Figure 1. PDN straps and rails (run 1).
The bar under the picture is 50 µm long. Pins as bars on the die edge.
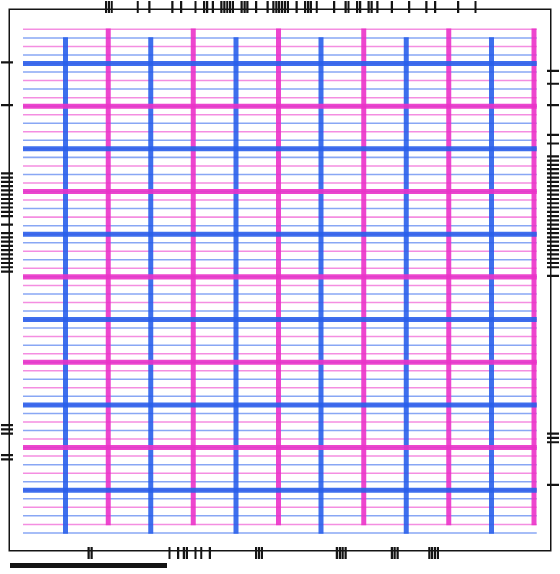
Figure 2. Placed cells, one colour a class (run 1).
The bar under the picture is 50 µm long.
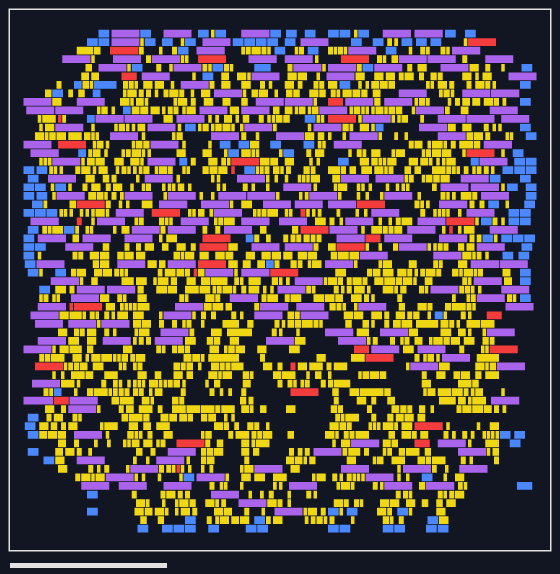
Figure 3. Clock distribution (run 1).
The bar under the picture is 50 µm long.
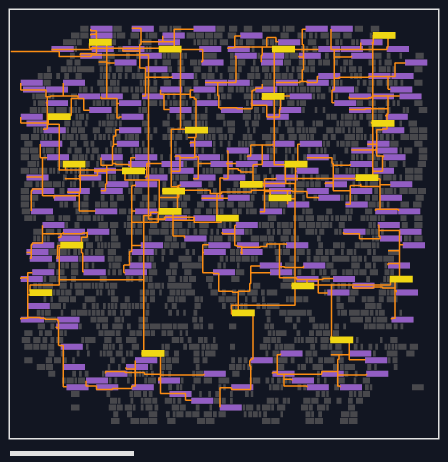
**config.mk**
```make
export PLATFORM = sky130hd
export DESIGN_NAME = pipe_divider
export DESIGN_NICKNAME = d
export VERILOG_FILES = /design/src/rtl/pipe_divider.sv
export SDC_FILE = /design/constraint.sdc
export NUM_CORES = 1
export LEC_CHECK = 0
export CAP_MARGIN = 20
export CORE_MARGIN = 4
export CORE_UTILIZATION = 50
export DETAILED_ROUTE_END_ITERATION = 8
export PLACE_DENSITY = 0.73
export REMOVE_ABC_BUFFERS = 1
export SYNTH_ARGS = -nofsm -noshare
export SYNTH_HDL_FRONTEND = slang
export SYNTH_SLANG_ARGS = --single-unit
```
**constraint.sdc**
```tcl
create_clock -name in_clk -period 6.4 [get_ports in_clk]
set_input_delay 1.28 -clock in_clk [delete_from_list [all_inputs] [get_ports in_clk]]
set_output_delay 1.28 -clock in_clk [all_outputs]
set_load 0.01 [all_outputs]
```
**src/rtl/pipe_divider.sv**
```systemverilog
// Multi-cycle radix-2 restoring divider for the EX stage: 32 iterations on operand magnitudes,
// sign fix-up on the last step, divide-by-zero and flush handling, one-cycle done strobe.
module pipe_divider #(
  parameter int DIV_W = 32
) (
  input  logic             in_clk,
  input  logic             in_rst_n,
  input  logic             in_div_ena,
  input  logic             in_div_sign,
  input  logic [DIV_W-1:0] in_dividend,
  input  logic [DIV_W-1:0] in_divisor,
  input  logic             in_flush,
  output logic             out_busy,
  output logic             out_done,
  output logic [DIV_W-1:0] out_quotient,
  output logic [DIV_W-1:0] out_remainder
);

  typedef enum logic [1:0] {IDLE, BUSY, DONE} state_t;

  localparam logic [4:0] LAST_ITER = 5'(DIV_W - 1);

  state_t           state, state_next;
  logic [4:0]       cnt;
  logic [DIV_W-1:0] quo;       // dividend magnitude shifting out, quotient bits shifting in
  logic [DIV_W-1:0] rem;
  logic [DIV_W-1:0] dvs;
  logic [DIV_W-1:0] raw_dividend;
  logic             neg_q, neg_r, div_zero;

  logic             start;
  logic             sgn_a, sgn_b;
  logic [DIV_W:0]   shifted, trial;
  logic [DIV_W-1:0] rem_step, quo_step;
  logic [DIV_W-1:0] quo_final, rem_final;

  assign start = (state == IDLE) && in_div_ena && !in_flush;
  assign sgn_a = in_div_sign & in_dividend[DIV_W-1];
  assign sgn_b = in_div_sign & in_divisor[DIV_W-1];

  // One restoring step: keep the trial subtraction only when it did not go negative.
  always_comb begin
    shifted  = {rem, quo[DIV_W-1]};
    trial    = shifted - {1'b0, dvs};
    rem_step = shifted[DIV_W-1:0];
    quo_step = {quo[DIV_W-2:0], 1'b0};
    if (!trial[DIV_W]) begin
      rem_step = trial[DIV_W-1:0];
      quo_step = {quo[DIV_W-2:0], 1'b1};
    end
  end

  // Zero divisor bypasses the sign fix-up so the raw dividend reaches HI untouched.
  always_comb begin
    quo_final = neg_q ? (~quo_step + 1'b1) : quo_step;
    rem_final = neg_r ? (~rem_step + 1'b1) : rem_step;
    if (div_zero) begin
      quo_final = '1;
      rem_final = raw_dividend;
    end
  end

  always_comb begin
    state_next = state;
    case (state)
      IDLE:    if (start) state_next = BUSY;
      BUSY:    if (cnt == LAST_ITER) state_next = DONE;
      DONE:    state_next = IDLE;
      default: state_next = IDLE;
    endcase
    if (in_flush) state_next = IDLE;
  end

  always_ff @(posedge in_clk or negedge in_rst_n) begin
    if (!in_rst_n) begin
      state <= IDLE;
    end else begin
      state <= state_next;
    end
  end

  always_ff @(posedge in_clk or negedge in_rst_n) begin
    if (!in_rst_n) begin
      cnt           <= '0;
      quo           <= '0;
      rem           <= '0;
      dvs           <= '0;
      raw_dividend  <= '0;
      neg_q         <= 1'b0;
      neg_r         <= 1'b0;
      div_zero      <= 1'b0;
      out_quotient  <= '0;
      out_remainder <= '0;
    end else if (start) begin
      cnt          <= '0;
      quo          <= sgn_a ? (~in_dividend + 1'b1) : in_dividend;
      dvs          <= sgn_b ? (~in_divisor + 1'b1) : in_divisor;
      rem          <= '0;
      raw_dividend <= in_dividend;
      neg_q        <= sgn_a ^ sgn_b;
      neg_r        <= sgn_a;
      div_zero     <= (in_divisor == '0);
    end else if (state == BUSY && !in_flush) begin
      cnt <= cnt + 5'd1;
      quo <= quo_step;
      rem <= rem_step;
      if (cnt == LAST_ITER) begin
        out_quotient  <= quo_final;
        out_remainder <= rem_final;
      end
    end
  end

  assign out_done = (state == DONE);
  assign out_busy = in_rst_n && ((state == BUSY) || start);

endmodule
```
==> deck_impl_summary.md, run 1 <==
Flow Results at a Glance

Floorplanning
  • Die ar.: slightly below 30,000 µm²
  • Core Util at FP: between 50% and 60%
  • Tapcells: roughly 340
  • # IOs: roughly 140

Pwr
  • P_sw: 3.213 mW
  • Pwr Total: a little under 7 mW
  • Main power group: combinational logic
  • Sw Share: a little under half
  • Flop pwr share: around a quarter
  • Combinational share of power: between 50% and 60%
  • Pwr dens: 440.5 nW/µm²
  • Leak: slightly below 7 nW
  • Internal cell power: ~3.7 mW
  • Power Combinational: 3.86 mW
  • Sequential power: around 1.8 mW

Final timing
  • RSZ-0062 raised after global routing: false
  • Slew headroom: 24.32%
  • Slew @ Worst Pin: approximately 1100 ps
  • TNS Setup: 0 ps
  • Pins Over Slew Limit: 0
  • Fmax achieved: ~170 MHz
  • Fin Hold WS: approximately 470 ps
  • Fin crit period: roughly 5900 ps
  • Final hold vios: 0
  • Final worst path period share: 92.75%
  • Final setup fails: 0
  • Setup ws final: around 460 ps

Place
  • Dpl cell area: between 15,000 and 20,000 µm²
  • GP Congestion: about 0.9
  • Pre-CTS setup slack: about 600 ps
  • Buffers on Ports: between 100 and 150
  • Detailed placer's ending HPWL: roughly 28,000 µm
  • Total placed cells including tap cells: slightly above 2,000

CTS
  • CTS tree: built
  • Clock transition at path regs: about 60 ps
  • CTS buffer count: 24
  • H-tree levels: 1
  • Root Driver: clkbuf_16
  • Clk sink count: just over 200
  • PostCTS Resize Cnt: 0
  • Clock Tree Buf Depth: 3
  • Cts hold-fix bufs: 0
  • Post-CTS Setup Bufs: 0

Synth
  • Synth top cells by count: nand2_1, dfrtp_1, o21ai_0, nor2_1, a21oi_1
  • Area reported by Yosys stat: around 13,000 µm²
  • Count leader, synth: nand2_1
  • Post-synth cell types: 82
  • Post-synth area hogs: dfrtp_1, nand2_1, o21ai_0
  • Yosys Instances: between 1,500 and 2,000
  • Avg Synthesized Cell Area: between 8 and 9 µm²
  • Top-area cell share: between 30% and 40%
  • Post-synth EDFFs: 0
  • Synth Flop Type: dfrtp_1
  • Async SR Flop Fraction: 100.0%
  • Sequential-to-total area share from yosys stat: between 30% and 40%
  • Synth area leader: dfrtp_1
  • Seq cells post-synth: roughly 200
  • Synthesized cell area: approximately 13,000 µm²
  • Synth warnings: 0
  • Cells after synthesis: ~1,600

Hold path
  • Hold Startpoint: raw_dividend[21]$_DFFE_PN0P_
  • Hold Path Stages: 2
  • Tightest Hold Check Type: reg -> reg
  • Hold Path End: raw_dividend[21]$_DFFE_PN0P_

Layout
  • Diode count: 0
  • Register area: approximately 5100 µm²
  • Nonclk inv count: approximately 50
  • Fraction of area in non-clock buffers: a little under a tenth
  • Multi-In Gates: approximately 1,300
  • Synth-to-layout area growth: 17.28%
  • Share of layout cells above drive strength 1: between 4 and 5%
  • Clock buf count: 38
  • Fin cells: around 2,100
  • Commonest Layout Cell: nand2_1
  • Largest cell class by area: logic gates
  • Plain + repair buffers: ~150
  • Fill cells: ~2,400
  • Net count, final: 1,837
  • Flip-flops: 202
  • Comb area: 7893 µm²
  • Logic share of the area: about half
  • Clk cell area share: under 10%

Status
  • Status: completed

Routing
  • WL final: roughly 39,000 µm
  • Initial drt markers: 1,134
  • Wire length per cell: ~19 µm
  • Met1 Wirelength: approximately 18,000 µm
  • Final ANT Viol Nets: 0
  • Met2 WL: about 18,000 µm
  • WL met3: 2450 µm
  • Residual DRC: 0
  • Top sig layer: met4
  • DR vias: approximately 13,000
  • TritonRoute pass-1 iters: 6

Global routing
  • M3 GR Usage: 3.864%
  • Grt met2 use: 41.90%
  • Global-route wire length before repair: around 63,000 µm
  • Grt ovf: 0
  • Global-route usage over all layers: a little over a quarter
  • Initial antenna violation count: 0
  • Largest net degree at the start of global routing: ~160
  • Vias in the first global route: ~12,000
  • Grt peak-use layer: met2

Worst setup path
  • Crit path max-delay family: AND-OR/OR-AND gates
  • Reg2reg end: out_remainder[28]$_DFFE_PN0P_
  • Critical-path maximum fanout: 10
  • Kind of critical path: reg -> reg
  • Arrival time at the worst endpoint: between 6000 and 7000 ps
  • CP max stage delay: between 500 and 600 ps
  • Setup crit start: quo[31]$_DFFE_PN0P_
  • Crit path depth: 20
  • Critical path endpoint: out_remainder[28]$_DFFE_PN0P_
  • Crit-path cells: inv_1 > ha_1 > fa_1 > nand2b_1 > a21oi_1 > o211ai_4 > a2111oi_4 > o31a_1 > nor2_8 > inv_4 > nor2_1 > a21oi_1 > ha_1 > nand3_1 > nor4_1 > a41oi_1 > and4bb_1 > or4b_1 > mux2_1 > o21ai_1
  • CP max-delay cell: o31a_1
  • Required time of the critical path: about 6800 ps
  • Worst path bufs/invs: 2
  • Kind of end point of the critical path: flop
  • Worst setup SP type: flop
  • Crit Reg-Reg Startpoint: quo[31]$_DFFE_PN0P_

Flow run
  • Maxcap violations: 0
  • Tool warnings: 27
## Picture notes: Figure 1
[VDD] magenta
[VSS] blue
met4 straps: 12
met5 straps: 11
met1 rails: 60
core area: 26,280 µm²
maximum VDD drop: 0.2251 mV
chip width: 172.1 µm
Die Ht: 172.1 µm

## Picture notes: Figure 2
[flip-flops] purple | cells: 202 | share of their area: 33%
[all other logic] yellow | cells: 1,353 | share of their area: 53%
[clock drivers and dummy loads] red | cells: 41 | share of their area: 4.9%
[other buffers and delay cells] blue | cells: 148 | share of their area: 9.6%
design area: 15,790 µm²
sequential cell area share: 32.03%
row count: 59
final core utilization: 60.07%

## Picture notes: Figure 3
[flip-flops] purple | count: 202
[clock wires] orange | length: 2,890 µm
[cells driving clock nets] yellow | count: 24
routed clock nets: 25
clock power share: 19.1%
Worst Clk Skew: 7.263 ps
Insertion Delay late pin: 520 ps
Clock group: 1.33 mW

run 1: sequential cells by signal (all words and copies together), names as in the netlist:
signal / count
cnt: 5
div_zero: 1
dvs: 32
neg_q: 1
neg_r: 1
out_quotient: 32
out_remainder: 32
quo: 32
raw_dividend: 32
rem: 32
state: 2
run 1: tightest hold or removal path, cell delays in order (launching register included):
cell and delay (ps):
dfrtp_1 330, nand2_1 50, nand2_1 50
run 1: kinds of logic (layout without fill, tap and decap cells):
group	after synthesis	after routing	share of synthesized area, %
AND/OR/NAND/NOR	626	626	21.24
AND-OR/OR-AND	446	446	20.42
flip-flops	202	202	37.55
XOR/XNOR	141	141	9.174
buffers and inverters	133	239	3.959
multiplexers	51	51	3.978
adder cells (fa/ha/maj)	39	39	3.681
==> run 1 -> run 2 <==
Settings changed: REMOVE_ABC_BUFFERS 1 to default.
Figure 4. Placed cells, one colour a class (run 2).
The bar under the picture is 50 µm long.
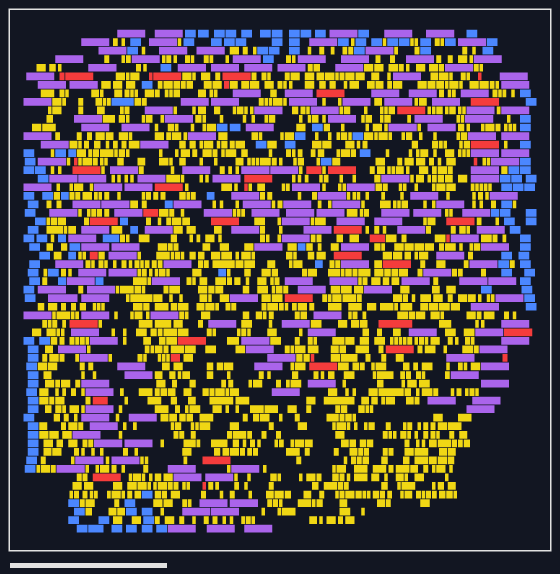
sequential cell area share: 31.97%
final core utilization: 60.18%
design area: 15,820 µm²

==> run 2 against run 1 <==
- die size unchanged
- sequential share of layout area down 0.056 points
- maximum frequency grew 3.2%
- hold slack better by 4.9 ps
- non-clock buffer count rose by 2
- via count fell by 0.22%
- area after synthesis unchanged
- highest routed layer unchanged
- largest power group unchanged
- sequential power barely moved
- cell count grew 0.19%
- utilization grew 0.10 points
- synthesized cell count stayed put
- clock skew rose by 7.8 ps
==> deck_impl_summary.md, run 2 <==
Flow Results at a Glance

Worst setup path
  • Kind of critical path: reg -> reg (unchanged)
  • Crit Reg-Reg Startpoint: quo[31]$_DFFE_PN0P_ (unchanged)
  • Kind of end point of the critical path: flop (unchanged)
  • Setup crit start: quo[31]$_DFFE_PN0P_ (unchanged)
  • Arrival time at the worst endpoint: 6190 ps (was 6380 ps)
  • Critical-path maximum fanout: 10 (unchanged)
  • Required time of the critical path: 6840 ps (about the same)
  • Critical path endpoint: out_remainder[28]$_DFFE_PN0P_ (unchanged)
  • Crit path depth: 20 (unchanged)
  • CP max stage delay: 570 ps (was 580 ps)
  • Worst setup SP type: flop (unchanged)
  • Worst path bufs/invs: 2 (unchanged)
  • Crit path max-delay family: AND-OR/OR-AND gates (unchanged)
  • Crit-path cells: inv_1 > ha_1 > fa_1 > nand2b_1 > a21oi_1 > o211ai_4 > a2111oi_4 > o31a_1 > nor2_8 > inv_4 > nor2_1 > a21oi_1 > ha_1 > nand3_1 > nor4_1 > a41oi_1 > and4bb_1 > or4b_1 > mux2_1 > o21ai_1 (unchanged)
  • CP max-delay cell: o31a_1 (unchanged)
  • Reg2reg end: out_remainder[28]$_DFFE_PN0P_ (unchanged)

Synth
  • Synth area leader: dfrtp_1 (unchanged)
  • Synth Flop Type: dfrtp_1 (unchanged)
  • Synth warnings: 0 (unchanged)
  • Avg Synthesized Cell Area: 8.218 µm² (unchanged)
  • Post-synth EDFFs: 0 (unchanged)
  • Count leader, synth: nand2_1 (unchanged)
  • Top non-seq family: simple AND/OR/NAND/NOR gates (unchanged)
  • Area reported by Yosys stat: 13,460 µm² (unchanged)
  • Async SR Flop Fraction: 100.0% (unchanged)
  • Yosys aoi share: 20.42% (unchanged)
  • Synth top cells by count: nand2_1, dfrtp_1, o21ai_0, nor2_1, a21oi_1 (unchanged)
  • Seq cells post-synth: 202 (unchanged)
  • Simple share: 21.24% (unchanged)
  • Yosys adder share: 3.681% (unchanged)
  • Sequential-to-total area share from yosys stat: 37.55% (unchanged)
  • Syn nets: 1,746
  • Post-synth area hogs: dfrtp_1, nand2_1, o21ai_0 (unchanged)
  • XORs/XNORs by Area: 9.174% (unchanged)
  • Synthesized cell area: 13,460 µm² (unchanged)
  • Top-area cell share: 37.55% (unchanged)
  • Post-synth cell types: 82 (unchanged)
  • Yosys Instances: 1,638 (unchanged)
  • Mux share: 3.978% (unchanged)
  • Cells after synthesis: 1,638 (unchanged)

CTS
  • Clock Tree Buf Depth: 3 (unchanged)
  • Clk sink count: 202 (unchanged)
  • Clock transition at path regs: 60 ps (about the same)
  • Cts hold-fix bufs: 0 (unchanged)
  • Insertion Delay late pin: 520 ps (about the same)
  • CTS tree: built (unchanged)
  • CTS buffer count: 24 (unchanged)
  • H-tree levels: 1 (unchanged)
  • PostCTS Resize Cnt: 0 (unchanged)
  • Post-CTS Setup Bufs: 0 (unchanged)

Global routing
  • Grt ovf: 0 (unchanged)
  • M3 GR Usage: 3.246% (was 3.864%)
  • Largest net degree at the start of global routing: 94 (was 156)
  • Met1 Use GR: 41.03% (was 37.43%)
  • Grt peak-use layer: met2 (unchanged)
  • Vias in the first global route: 11,900 (was 11,980)
  • Global-route wire length before repair: 64,830 µm (was 63,000 µm)
  • Grt met2 use: 41.60% (was 41.90%)
  • Initial antenna violation count: 0 (unchanged)

Floorplanning
  • Core area: 26,280 µm² (unchanged)
  • Die ar.: 29,610 µm² (unchanged)
  • Die Ht: 172.1 µm (unchanged)
  • Chip width: 172.1 µm (unchanged)
  • Row count: 59 (unchanged)
  • # IOs: 135 (unchanged)

Place
  • GP Congestion: 0.9290 (was 0.9247)
  • Pre-CTS setup slack: 780.2 ps (was 604.3 ps)
  • Total placed cells including tap cells: 2,040 (was 2,038)
  • Detailed placer's ending HPWL: 30,010 µm (was 27,980 µm)
  • Dpl cell area: 15,040 µm² (was 15,030 µm²)
  • Buffers on Ports: 134 (unchanged)

Layout
  • Share of layout cells above drive strength 1: 4.462% (was 4.358%)
  • Diode count: 0 (unchanged)
  • Synth-to-layout area growth: 17.48% (was 17.28%)
  • Fill cells: 2,383 (was 2,390)
  • Commonest Layout Cell: nand2_1 (unchanged)
  • Fin cells: 2,083 (was 2,079)
  • Net count, final: 1,839 (was 1,837)

Pwr
  • Pwr Total: 7.101 mW (was 6.954 mW)
  • Flop pwr share: 25.1% (was 25.5%)
  • Maximum VDD drop: 0.2749 mV (was 0.2251 mV)
  • Main power group: combinational logic (unchanged)
  • Clock power share: 18.9% (was 19.1%)
  • Pwr dens: 449.0 nW/µm² (was 440.5 nW/µm²)
  • Sw Share: 47.01% (was 46.20%)
  • Clock group: 1.34 mW (was 1.33 mW)
  • Sequential power: 1.79 mW (was 1.77 mW)
  • Internal cell power: 3.763 mW (was 3.742 mW)
  • Combinational share of power: 56.0% (was 55.4%)
  • P_sw: 3.338 mW (was 3.213 mW)
  • Leak: 6.832 nW (was 6.827 nW)

Final timing
  • Fin Hold WS: 470.8 ps (was 465.8 ps)
  • Final worst path period share: 89.91% (was 92.75%)
  • Setup ws final: 645.9 ps (was 464.0 ps)
  • Slew headroom: 26.05% (was 24.32%)
  • TNS Setup: 0 ps (unchanged)
  • Pins Over Slew Limit: 0 (unchanged)
  • Fin crit period: 5754 ps (was 5936 ps)
  • Fmax achieved: 173.8 MHz (was 168.5 MHz)
  • Final setup fails: 0 (unchanged)
  • RSZ-0062 raised after global routing: false (unchanged)
  • Slew @ Worst Pin: 1081 ps (was 1133 ps)
  • Worst Clk Skew: 15.04 ps (was 7.263 ps)
  • Final hold vios: 0 (unchanged)

Routing
  • Final ANT Viol Nets: 0 (unchanged)
  • Met1 Wirelength: 18,760 µm (was 17,630 µm)
  • Residual DRC: 0 (unchanged)
  • Initial drt markers: 1,155 (was 1,134)
  • WL met3: 2697 µm (was 2450 µm)
  • TritonRoute pass-1 iters: 5 (was 6)
  • Top sig layer: met4 (unchanged)
  • Met2 WL: 18,100 µm (was 18,130 µm)

Hold path
  • Hold Path End: out_quotient[31]$_DFFE_PN0P_ (was raw_dividend[21]$_DFFE_PN0P_)
  • Hold Startpoint: out_quotient[31]$_DFFE_PN0P_ (was raw_dividend[21]$_DFFE_PN0P_)

Status
  • Status: completed (unchanged)

Flow run
  • Tool warnings: 26 (was 27)
  • Maxcap violations: 0 (unchanged)
Figure 5. Wiring by layer (run 2).
Only two layers are drawn.
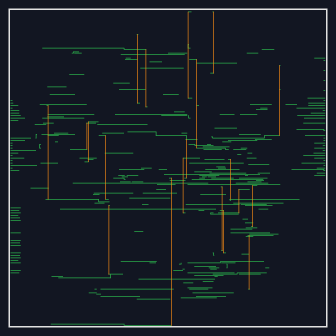
[met4] orange | wire length: 670 µm
[met3] green | wire length: 2,700 µm
wire length per cell: 19.31 µm
DR vias: 12,480
global-route usage over all layers: 26.93%
WL final: 40,230 µm

## run 2: cell type report
class / count / area, µm² / area share, %
inverter: 50 / 190.2 / 1.203
tap: 335 / 419.2 / 2.650
clock buffer: 37 / 710.7 / 4.494
timing repair buffer: 150 / 1485 / 9.391
sequential: 202 / 5056 / 31.97
multi-input combinational: 1303 / 7893 / 49.90
clock inverter: 6 / 61.31 / 0.3877
## run 2: logic make-up (layout without fill, tap and decap cells)
| group | Yosys count | in the layout |
|---|---|---|
| AOI/OAI and AO/OA | 446 | 446 |
| xor gates and xnor gates | 141 | 141 |
| adders and majority gates | 39 | 39 |
| buffers and inverters | 133 | 243 |
| DFF | 202 | 202 |
| muxes | 51 | 51 |
| and+or+nand+nor | 626 | 626 |
Power is estimated from default activity; no workload was simulated.
